$ cat src/rtl/instruc_loader_pkg.sv
// Shared definitions for the instruction loader: state encoding, word geometry
// and the end-of-program marker.
package instruc_loader_pkg;

  localparam int          BYTES_PER_WORD = 4;
  localparam logic [31:0] HALT_WORD      = 32'hFFFF_FFFF;

  typedef enum logic [1:0] {
    ST_IDLE  = 2'd0,
    ST_RECV  = 2'd1,
    ST_WRITE = 2'd2,
    ST_DONE  = 2'd3
  } state_e;

endpackage

$ cat src/rtl/instruc_loader.sv
// Assembles UART bytes MSB-first into 32-bit words and writes them to
// consecutive instruction-memory addresses until HALT or memory full.
module instruc_loader
  import instruc_loader_pkg::*;
#(
  parameter int BITS_SIZE  = 32,
  parameter int BYTE_SIZE  = 8,
  parameter int SIZE_TOTAL = 256
) (
  input  logic                                              i_clk,
  input  logic                                              i_reset,
  input  logic                                              i_load_start,
  input  logic [BYTE_SIZE-1:0]                              i_rx_data,
  input  logic                                              i_rx_done,
  output logic [BITS_SIZE-1:0]                              o_instruction_address,
  output logic [BITS_SIZE-1:0]                              o_instruction,
  output logic                                              o_flag_write_intruc,
  output logic                                              o_busy,
  output logic                                              o_load_done,
  output logic                                              o_full,
  output logic [$clog2(SIZE_TOTAL/BYTES_PER_WORD):0]        o_word_count
);

  localparam int                   WC_W      = $clog2(SIZE_TOTAL/BYTES_PER_WORD) + 1;
  localparam logic [BITS_SIZE-1:0] LAST_ADDR = BITS_SIZE'(SIZE_TOTAL - BYTES_PER_WORD);
  localparam logic [BITS_SIZE-1:0] ADDR_STEP = BITS_SIZE'(BYTES_PER_WORD);

  state_e               state_q, state_d;
  logic [1:0]           cnt_q, cnt_d;
  logic [BITS_SIZE-1:0] word_q, word_d;
  logic [BITS_SIZE-1:0] addr_q, addr_d;
  logic [BITS_SIZE-1:0] instr_q, instr_d;
  logic [BITS_SIZE-1:0] iaddr_q, iaddr_d;
  logic [WC_W-1:0]      wc_q, wc_d;
  logic                 full_q, full_d;
  logic                 strobe_q, strobe_d;
  logic                 busy_q, busy_d;
  logic                 done_q, done_d;
  logic [BITS_SIZE-1:0] shifted_s;

  // Next-state and datapath: the full check precedes any address increment.
  always_comb begin
    state_d   = state_q;
    cnt_d     = cnt_q;
    word_d    = word_q;
    addr_d    = addr_q;
    instr_d   = instr_q;
    iaddr_d   = iaddr_q;
    wc_d      = wc_q;
    full_d    = full_q;
    strobe_d  = 1'b0;
    shifted_s = {word_q[BITS_SIZE-BYTE_SIZE-1:0], i_rx_data};

    case (state_q)
      ST_IDLE, ST_DONE: begin
        if (i_load_start) begin
          state_d = ST_RECV;
          cnt_d   = 2'd0;
          addr_d  = '0;
          wc_d    = '0;
          full_d  = 1'b0;
        end else begin
          state_d = state_q;
        end
      end
      ST_RECV: begin
        if (i_rx_done) begin
          word_d = shifted_s;
          if (cnt_q == 2'd3) begin
            state_d  = ST_WRITE;
            cnt_d    = 2'd0;
            strobe_d = 1'b1;
            instr_d  = shifted_s;
            iaddr_d  = addr_q;
          end else begin
            cnt_d = cnt_q + 2'd1;
          end
        end else begin
          cnt_d = cnt_q;
        end
      end
      ST_WRITE: begin
        wc_d = wc_q + WC_W'(1);
        // A byte arriving in the write cycle starts the next word.
        if (i_rx_done) begin
          word_d = shifted_s;
          cnt_d  = 2'd1;
        end else begin
          cnt_d = 2'd0;
        end
        if (instr_q == BITS_SIZE'(HALT_WORD)) begin
          state_d = ST_DONE;
        end else if (addr_q == LAST_ADDR) begin
          state_d = ST_DONE;
          full_d  = 1'b1;
        end else begin
          state_d = ST_RECV;
          addr_d  = addr_q + ADDR_STEP;
        end
      end
      default: begin
        state_d = ST_IDLE;
      end
    endcase

    busy_d = (state_d == ST_RECV) || (state_d == ST_WRITE);
    done_d = (state_d == ST_DONE);
  end

  // State and output registers; reset aborts any load with no partial write.
  always_ff @(posedge i_clk or negedge i_reset) begin
    if (!i_reset) begin
      state_q  <= ST_IDLE;
      cnt_q    <= 2'd0;
      word_q   <= '0;
      addr_q   <= '0;
      instr_q  <= '0;
      iaddr_q  <= '0;
      wc_q     <= '0;
      full_q   <= 1'b0;
      strobe_q <= 1'b0;
      busy_q   <= 1'b0;
      done_q   <= 1'b0;
    end else begin
      state_q  <= state_d;
      cnt_q    <= cnt_d;
      word_q   <= word_d;
      addr_q   <= addr_d;
      instr_q  <= instr_d;
      iaddr_q  <= iaddr_d;
      wc_q     <= wc_d;
      full_q   <= full_d;
      strobe_q <= strobe_d;
      busy_q   <= busy_d;
      done_q   <= done_d;
    end
  end

  assign o_instruction_address = iaddr_q;
  assign o_instruction         = instr_q;
  assign o_flag_write_intruc   = strobe_q;
  assign o_busy                = busy_q;
  assign o_load_done           = done_q;
  assign o_full                = full_q;
  assign o_word_count          = wc_q;

endmodule

$ cat config.mk
export PLATFORM = sky130hd
export DESIGN_NAME = instruc_loader
export DESIGN_NICKNAME = d
export VERILOG_FILES = /design/src/rtl/instruc_loader_pkg.sv /design/src/rtl/instruc_loader.sv
export SDC_FILE = /design/constraint.sdc
export NUM_CORES = 1
export LEC_CHECK = 0
export ABC_AREA = 1
export CORE_MARGIN = 2
export CORE_UTILIZATION = 45
export DETAILED_ROUTE_END_ITERATION = 12
export GPL_ROUTABILITY_DRIVEN = 0
export HOLD_SLACK_MARGIN = 0.15
export PLACE_DENSITY = 0.82
export SETUP_SLACK_MARGIN = 0.1
export SYNTH_ARGS = -nofsm -noshare
export SYNTH_HDL_FRONTEND = slang
export SYNTH_SLANG_ARGS = --single-unit
$ cat constraint.sdc
create_clock -name i_clk -period 1.7 [get_ports i_clk]
set_input_delay 0.34 -clock i_clk [delete_from_list [all_inputs] [get_ports i_clk]]
set_output_delay 0.34 -clock i_clk [all_outputs]
set_load 0.02 [all_outputs]
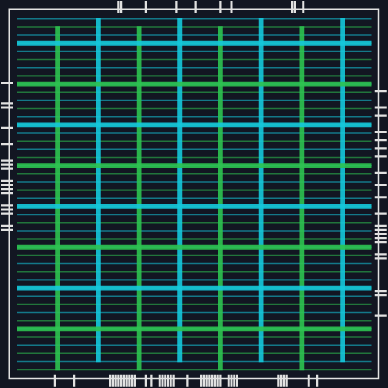
pdn.png
Scale: 3 px per µm. Pins as bars on the die edge.
net	color
VSS	green
VDD	cyan
met5 straps	8
rows	43
met4 straps	8
die height: 122.6 µm
VDD IR max: 917.4 µV

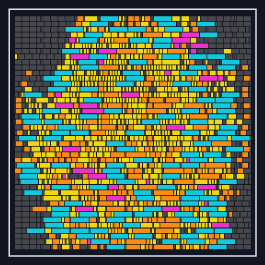
cell_classes.png
Scale: 2 px per µm. Fill, decap, tap and diode cells in gray.
class	color	cells	share of their area
all other logic	yellow	678	38%
flops	cyan	131	32%
other buffers and delay cells	orange	235	24%
clock drivers and dummy loads	magenta	32	5.6%
Core Area: 0.01383 mm²
utilization after layout: 76.28%
Rows: 43
fin area: 0.01055 mm²

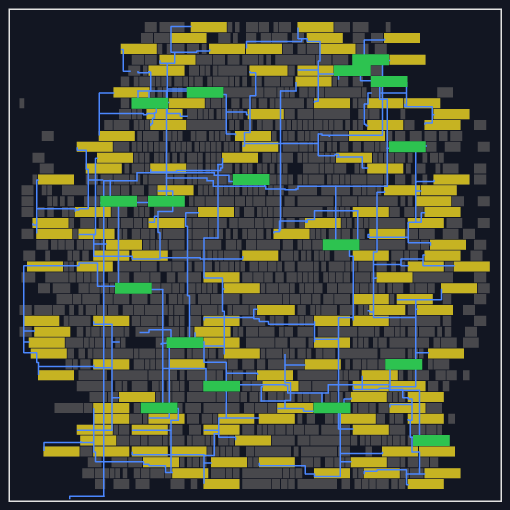
clock_map.png
Scale: 4 px per µm.
[cells driving clock nets] green | count: 17
[flip-flops] yellow | count: 131
[clock wires] blue | length: 2010 µm
routed clock nets	18
flops lie	widely spread
Power Clock: 3.76 mW
Clk pwr share: 23.9%
Clock Skew: 22.84 ps
Late-Pin Clk Latency: 450 ps

logic make-up (layout without fill, tap and decap cells):
group                    after synthesis  after routing
AND-OR/OR-AND                        101            101
XOR/XNOR                               5              5
adder cells (fa/ha/maj)                6              6
buffers and inverters                113            351
flip-flops                           131            131
other                                  1              2
AND/OR/NAND/NOR                      478            480
final cells by class:
| cell class | instances | share of cell area [%] |
|---|---|---|
| well taps | 180 | 2.135 |
| inverters | 84 | 3.084 |
| multi-input cells | 594 | 34.32 |
| clock inverters | 12 | 1.257 |
| flip-flops and latches | 131 | 31.10 |
| repair buffers | 235 | 23.87 |
| clock buffers | 20 | 4.235 |
==> CHANGELOG.md <==
### Metrics

- Ys cells: about 840
- Worst Setup Start Kind: flop
- Sum of negative setup slack: -16430 ps
- Total grt overflow: 0
- Critical Path RT: ~2000 ps
- Worst hold path type: input pin to asynchronous set/reset pin
- Met2 routed WL: 13740 µm
- Clk sinks: roughly 130
- WL/cell: 25.62 µm
- MaxCap Viol Count: 0
- Met1 WL: between 10000 and 15000 µm
- RSZ-0062 raised after global routing: true
- Pwr/cell area: around 1500 mW/mm²
- DR WL met3: approximately 4600 µm
- Log Warnings: 30
- Post-CTS setup buffer count: 25
- Ao+oa area frac: under 10%
- Top Metal Used: met5
- CTS buffer count: 17
- WP buf/inv: 2
- CP endpoint: addr_q[3]
- Layout cells sized above 1: a little over two fifths
- Sw frac: between 40% and 50%
- Commonest cells in the netlist: 332 x nand2_1, 131 x dfrtp_1, 107 x nor2_1
- Crit path cell chain: ha_4 -> buf_6 -> nand2_4 -> nor2_4 -> nand2_4 -> nor2_4 -> nand3_4 -> nand3_4 -> buf_12 -> nand2_1 -> nand2_1
- Most common logic cells in the final layout: 202 x nand2_1, 129 x dfrtp_1, 93 x buf_4, 86 x nor2_1, 77 x nand2_2
- Number of H-tree levels: 4
- Simple-Gate Fraction of Synth Area: 29.87%
- Status: finished, violations left
- CP peak stage delay: between 400 and 500 ps
- Reg2reg end: addr_q[3]
- Die W: roughly 120 µm
- WS Path Type: flop to flop
- Cell count after synthesis: 835
- GR peak layer: met2
- Cts hold-fix bufs: 1
- Combinational share of power: 44.7%
- Area Growth Syn to Fin: 66.63%
- # DRC: 0
- Post-Place Cells: between 1000 and 1500
- Reg clk slew, reported paths: approximately 80 ps
- R2R depth: 11
- Comb. pwr: 7.05 mW
- P_sw: 6.473 mW
- Root Buffer: clkbuf_16
- Unique cell types: 29
- Via count: 7966
- GRT Total Usage: between 30% and 40%
- Post-CTS sizing: 319
- Critical Path Stages: 11
- CTS tree: built
- Leakage power: ~5.3 nW
- Drt via density: 6.342
- Synthesized flop and latch total: 131
- Initial antenna violation count: 1
- Final ANT Viol Nets: 0
- CP endpoint kind: flop
- Met3 usage: roughly an eighth
- Avg Inst Size Synth: 7.581 µm²
- CTS Buffer Depth: 2
- # IOs: roughly 87
- FF-to-FF setup slack: -490 ps
- Critical path's top delay family: simple AND/OR/NAND/NOR gates
- Count leader, synth: nand2_1
- Main power-consuming group: combinational cells
- Fillers: 767
- Failing checks: setup timing
- TritonRoute pass-1 iters: 9
- Critical R2R Launch: addr_q[3]
- Die area: 0.01503 mm²
- Final Power: roughly 16 mW
- Dominant register cell: dfrtp_1
- Final Non-Filler Cells: about 1300
- Internal: 9.282 mW
- Reg area: between 0.003 and 0.004 mm²
- Count of final setup violators: around 73
- Seq pwr share: a little under a third
- Xor/xnor share: less than 1%
- Mux area share: 0%
- CP startpoint: addr_q[3]
- Largest net degree at the start of global routing: between 50 and 60
- Global-route wire length before repair: a little over 40000 µm
- Post-synth EDFFs: 0
- Post-synth seq share: 51.79%
- Crit-path max FO: 7
- Top cells, area: dfrtp_1 52%, nand2_1 20%, o21ai_0 6.4%, nor2_1 6.3%, inv_1 4.8%
- Post-route setup slack: -486.2 ps
- Critical path's slowest cell: dfrtp_1
- Adder Share, Synth: 1.186%
- Slew Viols, Final: 0
- Iter 0 DRT Violations: 1231
- Final hold viol count: 0
- Input/output buffers: about 84
- WL final: 32180 µm
- Top logic family: simple AND/OR/NAND/NOR gates
- Vias in the first global route: 7648
- Yosys warns: 0
- Dpl ws: -662.3 ps
- Tcrit/Tclk final: 128.6%
- Tmin final: between 2000 and 2500 ps
- Worst path arrival time: 2530 ps
- Routing usage on met2: 56.94%
- Max FFs per register: 32
- Yosys Chip Area: between 0.006 and 0.007 mm²
- Top-area cell share: between 50% and 60%
- Sequential power: approximately 5.0 mW
- GR Layer Usage met1: between 40% and 50%
- Layout Nets: between 1000 and 1500
- MI comb area: between 0.003 and 0.004 mm²
- DP Area: about 0.008 mm²
- DP HPWL: 10810 µm
- Hold_ws: around 360 ps
- Fmax: about 460 MHz
- FFs w/ async S/R, synth: 100.0%
- Synthesized cell area: approximately 0.0063 mm²
- Diode count: 0
- Cell accounting for the most synthesized area: dfrtp_1
- Most numerous logic cell after layout: nand2_1
- Pre-placement core utilization: 45.78%
Power and IR drop assume default switching activity.
